Design adc_bus_responder, sky130hd; sources not shown.
final_clocks.png
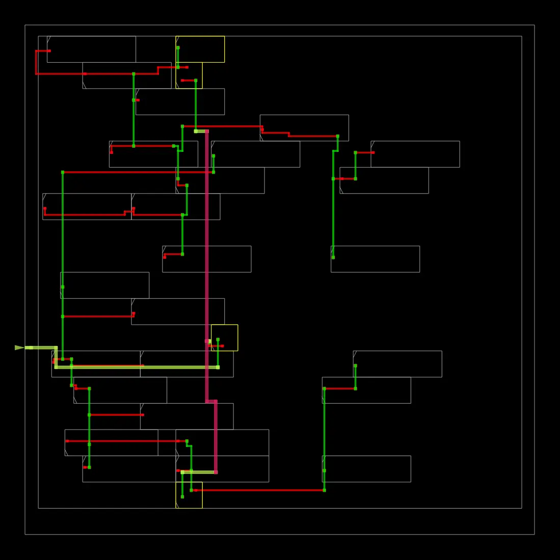
power in the clock group: 342 µW
Clock Sink Count: 26
count of sequential standard cells: 26
skew final: 4.421 ps
number of buffers created by CTS: 3

port_nets.png
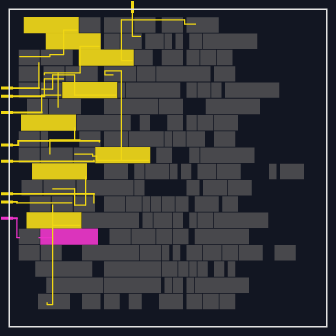
| colour | port | direction | edge | end cells | buffers | wire |
|---|---|---|---|---|---|---|
| yellow | dout | output | 7 left, 1 top | 8 | 8 | 243 µm |
| magenta | cs_n | input | left | 1 | 1 | 6.70 µm |
count of buffers inserted at the top-level ports: 24
I/O Pins: 25

registers.png
Bar = 20 µm.
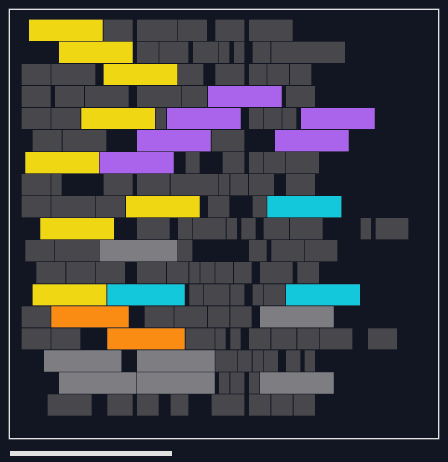
| colour | netlist name | sequential cells |
|---|---|---|
| purple | r_cnt | 6 |
| orange | u_sync_cs.r_sync | 2 |
| yellow | dout | 8 |
| cyan | r_state | 3 |
not coloured: 7
Flop+latch power: 810 µW
sequential standard cell area: 660.6 µm²
fraction of standard cell area that is sequential: 39.17%
post-layout utilization of the core: 68.71%

drive_strength.png
Bar = 20 µm.
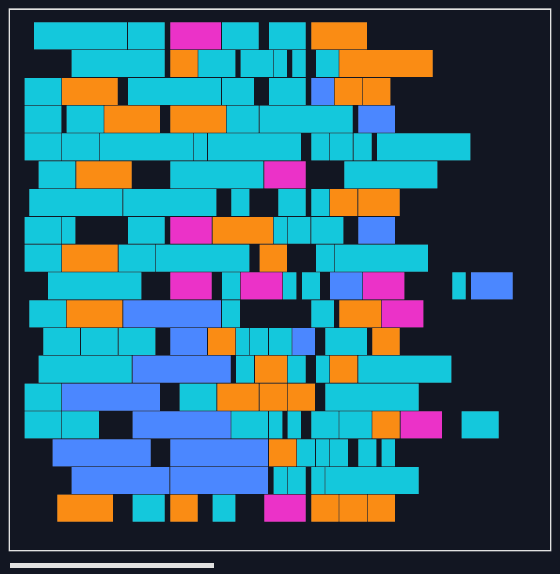
| colour | size | cells | share |
|---|---|---|---|
| blue | drive 2 | 15 | 11% |
| orange | drive 3 to 4 | 30 | 21% |
| magenta | drive 6 and up | 9 | 6.3% |
| cyan | drive 1 or less | 88 | 62% |
final critical-path setup slack: -189.5 ps
Post-Layout Inst Area: 1687 µm²
area overhead of the layout relative to synthesis: 48.30%
number of buffers other than clock buffers in the final layout: 44

metal_stack.png
Bar = 20 µm.
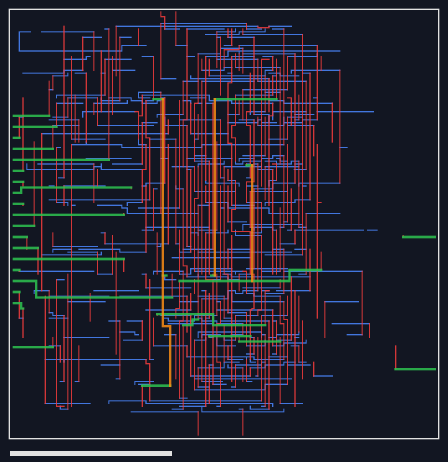
| colour | layer | wire length |
|---|---|---|
| blue | met1 | 1210 µm |
| green | met3 | 178 µm |
| red | met2 | 1540 µm |
| orange | met4 | 72.3 µm |
DRT Wirelength: 2991 µm
average wire per cell in the routed design: 17.39 µm
vias post-DR: 975

==> git commit body <==
Add synthesis and place-and-route results

* Routability congestion estimate from global placement: between 0.8 and 0.9
- Cells after Synth: ~97
- The checks that failed: setup timing.
- Count of cells along the worst register-to-register path: 6
- P_comb: between 800 and 900 µW
- Portion of total power attributed to sequential cells: 41.0%
* Leakage: roughly 0.00077 µW
- Per the CTS log, the maximum H-tree level is 1.
- Of the total synthesized cell area, the portion taken by AND, OR, NAND and NOR gates is between 10% and 20%.
- Count of library flops with an enable pin: 0
- The report lists the number of standard-cell rows as 18.
- The registers of the reported paths see a clock transition of about 140 ps.
- The later pin in the worst-skew pair is clocked with a latency of between 300 and 400 ps.
- The post-synth register bit count is 26.
* Area fraction in mux cells: between 7 and 8%
- Total Negative Setup Slacks: -2381 ps
- The flow ran to the end, but the final reports show violations.
- Static timing analysis puts the maximum clock frequency at between 500 and 600 MHz.
- Reg2Reg Setup Slack: -190 ps
- Starting Density: 46.33%
- Synth cell count leaders: 19 x sky130_fd_sc_hd__dfrtp_1, 9 x sky130_fd_sc_hd__nor2_1, 8 x sky130_fd_sc_hd__mux2_2
- For reference, compound AND-OR and OR-AND cells occupy a little under a tenth of the area reported after synthesis.
* Synth Area per Inst: 11.73 µm²
* Count of cell instances traversed by the critical path: 6
- Synth Seq Share: between 50 and 60%
* Clock network fraction of total power: between 15 and 20%
- Synthesis produced a netlist with a net count of roughly 110.
- The worst setup path is launched from a flip-flop.
- TritonRoute reported its final design rule violation total as 0.
* Nets: approximately 160
- Share of flip-flops with an asynchronous set or reset after synthesis: 100.0%
- The cell area that synthesis handed to floorplanning was 1137 µm².
- For this design the total switching power over the nets is ~660 µW.
- TritonCTS built the clock tree.
- Counting tap cells, the placed design contains a total of 151 instances.
- Cell total in the yosys stat output: between 90 and 100
- Worst voltage drop across the vdd grid: about 0.92 mV
- The worst hold path was traced through 0 stages.
- The timing report shows that the slowest cell on the worst path is sky130_fd_sc_hd__dfrtp_2.
* Required time at the worst-slack endpoint: roughly 1900 ps
- Crit path max-delay family: simple AND/OR/NAND/NOR gates
- Core footprint: 2455 µm²
- Combinational share of power: a little over two fifths
* Largest register FFs: 8
- Unrepaired setup endpoints after global routing: true
- The first global-routing pass estimated about 4200 µm of wire.
- The iteration count recorded for the first detailed-route pass is 4.
* Switching part of the total: roughly a third
- Summing all placed instances gives a cell area of 1415 µm².
- Gr ovfl total: 0
- Overall power: between 1500 and 2000 µW
* Number of antenna violations at the first check in global routing: 0
* Buffer levels on the longest clock path: 2
* OpenROAD warning count: 29
- Die X: 52.84 µm
- Top area cells in the synthesized netlist: sky130_fd_sc_hd__dfrtp_1 42%, sky130_fd_sc_hd__dfstp_2 16%, sky130_fd_sc_hd__mux2_2 7.9%, sky130_fd_sc_hd__nand3_1 3.1%, sky130_fd_sc_hd__nor2_1 3.0%
* Internal portion of total power: 1311 µW
* WS Path Type: reg2reg
- Largest non-sequential cell family by area: simple AND/OR/NAND/NOR gates
* Distinct lib cells used: 34
- The report counts max-capacitance violations totalling 0.
- Yosys reports that the leading cell type by area covers between 40% and 50% of the netlist area.
- The via count of the first global-routing pass is 891.
* CTS root buf: sky130_fd_sc_hd__clkbuf_4
- Crit share post-route: 111.7%
- On the critical path the data arrives at between 2000 and 2500 ps.
- Detailed placement HPWL: about 1500 µm
* Max-slew violation count: 0
- Total number of yosys warnings: 0
- Cell type with the highest aggregate area in the netlist: sky130_fd_sc_hd__dfrtp_1
- The report lists the power per cell area as between 1000 and 1500 nW/µm².
- Actual slew at the worst max-slew pin: ~930 ps
* Maximum number of pins on one net before global-route repair: 27
- The cell-mix breakdown from Yosys lists the adder-cell area share as about 1.1%.
* Final critical-path setup slack: -189.5 ps
* WP buf/inv: 2
- XOR/XNOR Area Share: 1.540%
- Ranking logic cells in the layout by count gives the top entries 21 x sky130_fd_sc_hd__clkdlybuf4s50_1, 18 x sky130_fd_sc_hd__dfrtp_1, 13 x sky130_fd_sc_hd__buf_4, 8 x sky130_fd_sc_hd__buf_6, 8 x sky130_fd_sc_hd__mux2_4.
- Per the post-route antenna check, the number of violating nets is 0.
- For this run, the script counts the antenna cells in the layout as 0.
- For the finished layout, the period the worst path requires is 1809 ps.
- In this design, the stage delay of the slowest critical-path cell is between 400 and 500 ps.
* Type of the worst min-delay path: reg2reg
- The layout report lists the multi-input gate area as 515.5 µm².
- Final setup fails: 17
- In this run the critical path is formed by or3b_4 > buf_6 > buf_4 > or4_4 > nand3_2 > o21ai_1.
- The overall die size recorded for this design is between 2000 and 3000 µm².
- Counting endpoints that fail hold in the final report gives 0.
* Worst slew margin: between 30% and 40%
metal layers:
layer  wire [µm]  GRT usage [%]
met5           0              0
met4          72          7.018
met3         177          4.348
met2        1535          33.54
met1        1205          29.27
timing repair:
action                     in CTS  in global routing
cloned                          1                  0
gates resized                  28                 12
pin swaps                       7                  8
setup buffers                   8                 12
setup endpoints to repair      16                 18
hold buffers                    0                  0
layout make-up:
cell class	count	share of cell area, %
Sequential cell	26	39.17
Inverter	5	1.113
Multi-Input combinational cell	63	30.56
Clock buffer	4	2.151
Buffer	1	0.6677
Tap cell	30	2.226
Timing Repair Buffer	43	24.11
stage by stage:
stage | setup WS [ps] | utilization, %
after floorplan | -119.0 | -
after global placement | -252.4 | 57.65
after detailed placement | -290.4 | 57.65
after CTS | -254.5 | 66.00
after global routing | -247.2 | 68.71
final | -189.5 | 68.71
No activity file was given, so power comes from the tool's default toggle rates.
